Figure 1. Clock wiring as the flow saved it.
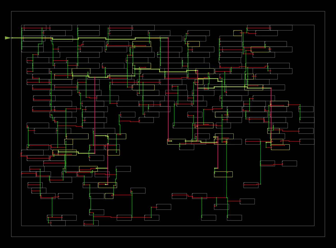
Figure 2. Sizing map.
The bar under the picture is 50 µm long.
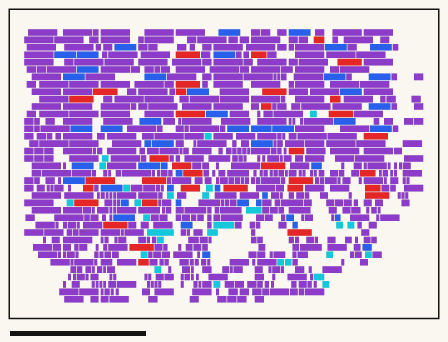
==> config.mk <==
export PLATFORM = sky130hd
export DESIGN_NAME = multichannel_decimator
export DESIGN_NICKNAME = d
export VERILOG_FILES = /design/src/rtl/multichannel_decimator.sv
export SDC_FILE = /design/constraint.sdc
export NUM_CORES = 1
export LEC_CHECK = 0
export CAP_MARGIN = 20
export CORE_ASPECT_RATIO = 0.7
export CORE_MARGIN = 5
export CORE_UTILIZATION = 58
export CTS_CLUSTER_DIAMETER = 30
export DETAILED_ROUTE_END_ITERATION = 12
export PLACE_DENSITY = 0.84
export SLEW_MARGIN = 10
export SYNTH_ARGS = -nofsm -noshare
export SYNTH_HDL_FRONTEND = slang
export SYNTH_SLANG_ARGS = --single-unit
==> constraint.sdc <==
create_clock -name clk -period 4.47 [get_ports clk]
set_input_delay 0.447 -clock clk [delete_from_list [all_inputs] [get_ports clk]]
set_output_delay 0.447 -clock clk [all_outputs]
set_load 0.02 [all_outputs]
==> src/rtl/multichannel_decimator.sv <==
`default_nettype none
// ============================================================================
// multichannel_decimator
// TDM runtime-configurable decimator: per-channel counters feed an output FIFO
// with valid/ready backpressure.
// Rev 1.0
// ============================================================================
module multichannel_decimator #(
   parameter int WordLengthBits          = 29,
   parameter int NumChannels             = 4,
   parameter int MaxDecimationFactor     = 1024,
   parameter int DefaultDecimationFactor = 50,
   parameter int FifoDepth               = 4,
   localparam int ChanBits   = (NumChannels > 1) ? $clog2(NumChannels) : 1,
   localparam int FactorBits = $clog2(MaxDecimationFactor + 1)
) (
   input  logic                             clk,
   input  logic                             rst,
   input  logic        [FactorBits-1:0]     cfg_factor,
   input  logic                             cfg_load,
   output logic                             cfg_error,
   input  logic signed [WordLengthBits-1:0] in,
   input  logic        [ChanBits-1:0]       in_chan,
   input  logic                             in_valid,
   output logic                             in_ready,
   output logic signed [WordLengthBits-1:0] out,
   output logic        [ChanBits-1:0]       out_chan,
   output logic                             out_valid,
   input  logic                             out_ready
);

   localparam int PtrBits = (FifoDepth > 1) ? $clog2(FifoDepth) : 1;
   localparam int CntBits = $clog2(FifoDepth + 1);
   localparam logic [FactorBits-1:0] MaxFactor = FactorBits'(MaxDecimationFactor);
   localparam logic [FactorBits-1:0] DefFactor = FactorBits'(DefaultDecimationFactor);
   localparam logic [PtrBits-1:0]    LastSlot  = PtrBits'(FifoDepth - 1);
   localparam logic [CntBits-1:0]    FullCnt   = CntBits'(FifoDepth);

   logic        [FactorBits-1:0]     factor_q, factor_d;
   logic        [FactorBits-1:0]     count_q [NumChannels];
   logic        [FactorBits-1:0]     count_d [NumChannels];
   logic signed [WordLengthBits-1:0] mem_data_q [FifoDepth];
   logic        [ChanBits-1:0]       mem_chan_q [FifoDepth];
   logic        [PtrBits-1:0]        wr_ptr_q, rd_ptr_q;
   logic        [CntBits-1:0]        fill_q;
   logic                             cfg_error_q;
   logic                             accept, cfg_ok, push, pop;

   assign in_ready  = (fill_q != FullCnt);
   assign out_valid = (fill_q != '0);
   assign accept    = in_valid && in_ready;
   assign cfg_ok    = cfg_load && (cfg_factor != '0) && (cfg_factor <= MaxFactor);
   assign pop       = out_valid && out_ready;
   assign cfg_error = cfg_error_q;
   // Head is masked so an empty FIFO always presents zeros
   assign out       = out_valid ? mem_data_q[rd_ptr_q] : '0;
   assign out_chan  = out_valid ? mem_chan_q[rd_ptr_q] : '0;

   always_comb begin
      factor_d = factor_q;
      push     = 1'b0;
      for (int c = 0; c < NumChannels; c++) count_d[c] = count_q[c];
      if (cfg_ok) begin
         // A valid reconfiguration swallows any sample accepted alongside it
         factor_d = cfg_factor;
         for (int c = 0; c < NumChannels; c++) count_d[c] = '0;
      end else if (accept) begin
         for (int c = 0; c < NumChannels; c++) begin
            if (in_chan == ChanBits'(c)) begin
               if (count_q[c] == factor_q - 1'b1) begin
                  count_d[c] = '0;
                  push       = 1'b1;
               end else begin
                  count_d[c] = count_q[c] + 1'b1;
               end
            end
         end
      end
   end

   always_ff @(posedge clk) begin
      if (rst) begin
         factor_q    <= DefFactor;
         for (int c = 0; c < NumChannels; c++) count_q[c] <= '0;
         wr_ptr_q    <= '0;
         rd_ptr_q    <= '0;
         fill_q      <= '0;
         cfg_error_q <= 1'b0;
      end else begin
         factor_q    <= factor_d;
         for (int c = 0; c < NumChannels; c++) count_q[c] <= count_d[c];
         cfg_error_q <= cfg_load && !cfg_ok;
         if (push) wr_ptr_q <= (wr_ptr_q == LastSlot) ? '0 : wr_ptr_q + 1'b1;
         if (pop)  rd_ptr_q <= (rd_ptr_q == LastSlot) ? '0 : rd_ptr_q + 1'b1;
         if (push && !pop)      fill_q <= fill_q + 1'b1;
         else if (pop && !push) fill_q <= fill_q - 1'b1;
      end
   end

   always_ff @(posedge clk) begin
      if (push) begin
         mem_data_q[wr_ptr_q] <= in;
         mem_chan_q[wr_ptr_q] <= in_chan;
      end
   end

endmodule
`default_nettype wire

==> metrics.yaml <==
run_status:
  status: "complete, no violations"
finish:
  layout.cells.non_filler: 983
  seq_share_pct: 47.5
  top_register: "mem_data_q"
  logic_gate_count: 447
  seq_area_um2: 5030
  final_layout_top_logic_cells: "124 x edfxtp_1, 80 x clkdlybuf4s50_1, 74 x nor2_1, 64 x dfxtp_1, 46 x nand2_1"
  final-nonclk-buf-share_pct: 9.81
  mostFrequentLayoutCell: "edfxtp_1"
hold_path:
  whs_path_depth: 2
  worstHoldEndpoint: "count_q[1][1]$_SDFFE_PP0P_"
  hp-start: "count_q[1][1]$_SDFFE_PP0P_"
place:
  placement.cell_area_um2: 9920
  pre_cts_ws_ns: 0.317
detailed_routing:
  dr_wl_met2_um: 10100
  wl_met1_um: 9320
  avgViaCountPerCell: 6.04
  vias: 5934
  wire_per_inst_um: 22.5
  wl_met3_um: 2350
  drc: 0
synthesis:
  async_flop_share_pct: 0
  synth-area-yosys_um2: 8780
  syn_area_per_cell_um2: 12.8
  synth-edff-count: 124
  synth-main-ff-cell: "edfxtp_1"
  top_logic_kind: "simple AND/OR/NAND/NOR gates"
  syn_inst: 686
  area_leaders: "edfxtp_1 42%, dfxtp_1 15%, mux4_2 7.9%"
  synth_cell_types: 62
  mux_share_pct: 8.87
  syn_area_um2: 8780
critical_path:
  r2r_cells: 15
  r2r-start: "factor_q[1]$_SDFFE_PP1P_"
  cp_cell_sequence: "inv_1 -> ha_1 -> xor2_1 -> or2_2 -> a2111oi_0 -> nand4_1 -> nor4_2 -> a2111oi_1 -> nor2_1 -> ha_1 -> inv_1 -> fa_1 -> xor2_1 -> or3_1 -> a21oi_1"
  slowest_stage: "a2111oi_0"
  cp_top_family: "simple AND/OR/NAND/NOR gates"
  worst-path-stages: 15
  reg2reg_setup_slack_ns: 0.20
  setup.worst_path.end: "fill_q[2]$_SDFFE_PP0P_"
  crit_path_start_kind: "register"
global_route:
  met2_usage_pct: 38.9
pwr:
  powerClk_mw: 1.65
  irDropWorstVdd_mv: 0.365
  power_leader: "registers"
  switching_share_pct: 30.7
  clkPwrFrac_pct: 33.3
  seqPwrFrac_pct: 39.7
die:
  initCoreUtil_pct: 59.5
  fp.dieArea_um2: 17700
  num_rows: 37
  die_x_um: 157
  die_h_um: 113
final_timing:
  setup_viol: 0
  max_freq_mhz: 234
  finalCritPeriodShare_pct: 95.6
  slew_headroom_pct: 29.4
clock_tree:
  cts_setup_buffers: 0
  clockBufferDepth: 2
  cts-root-buf: "clkbuf_16"
## Picture notes: Figure 1
Clock Sinks: 189
Latency at later pin: 0.44 ns
Flop Count: 189
TritonCTS buffer count: 17
Worst Clk Skew: 0.0160 ns

## Picture notes: Figure 2
purple -> x1 and smaller  # cells 677, share 86%
blue -> x2  # cells 49, share 6.2%
cyan -> x3 and x4  # cells 27, share 3.4%
red -> x6 and larger  # cells 35, share 4.4%
Final Cell Area: 10,600 µm²
Area Growth Syn to Fin: 20.6%

Power is estimated from default activity; no workload was simulated.
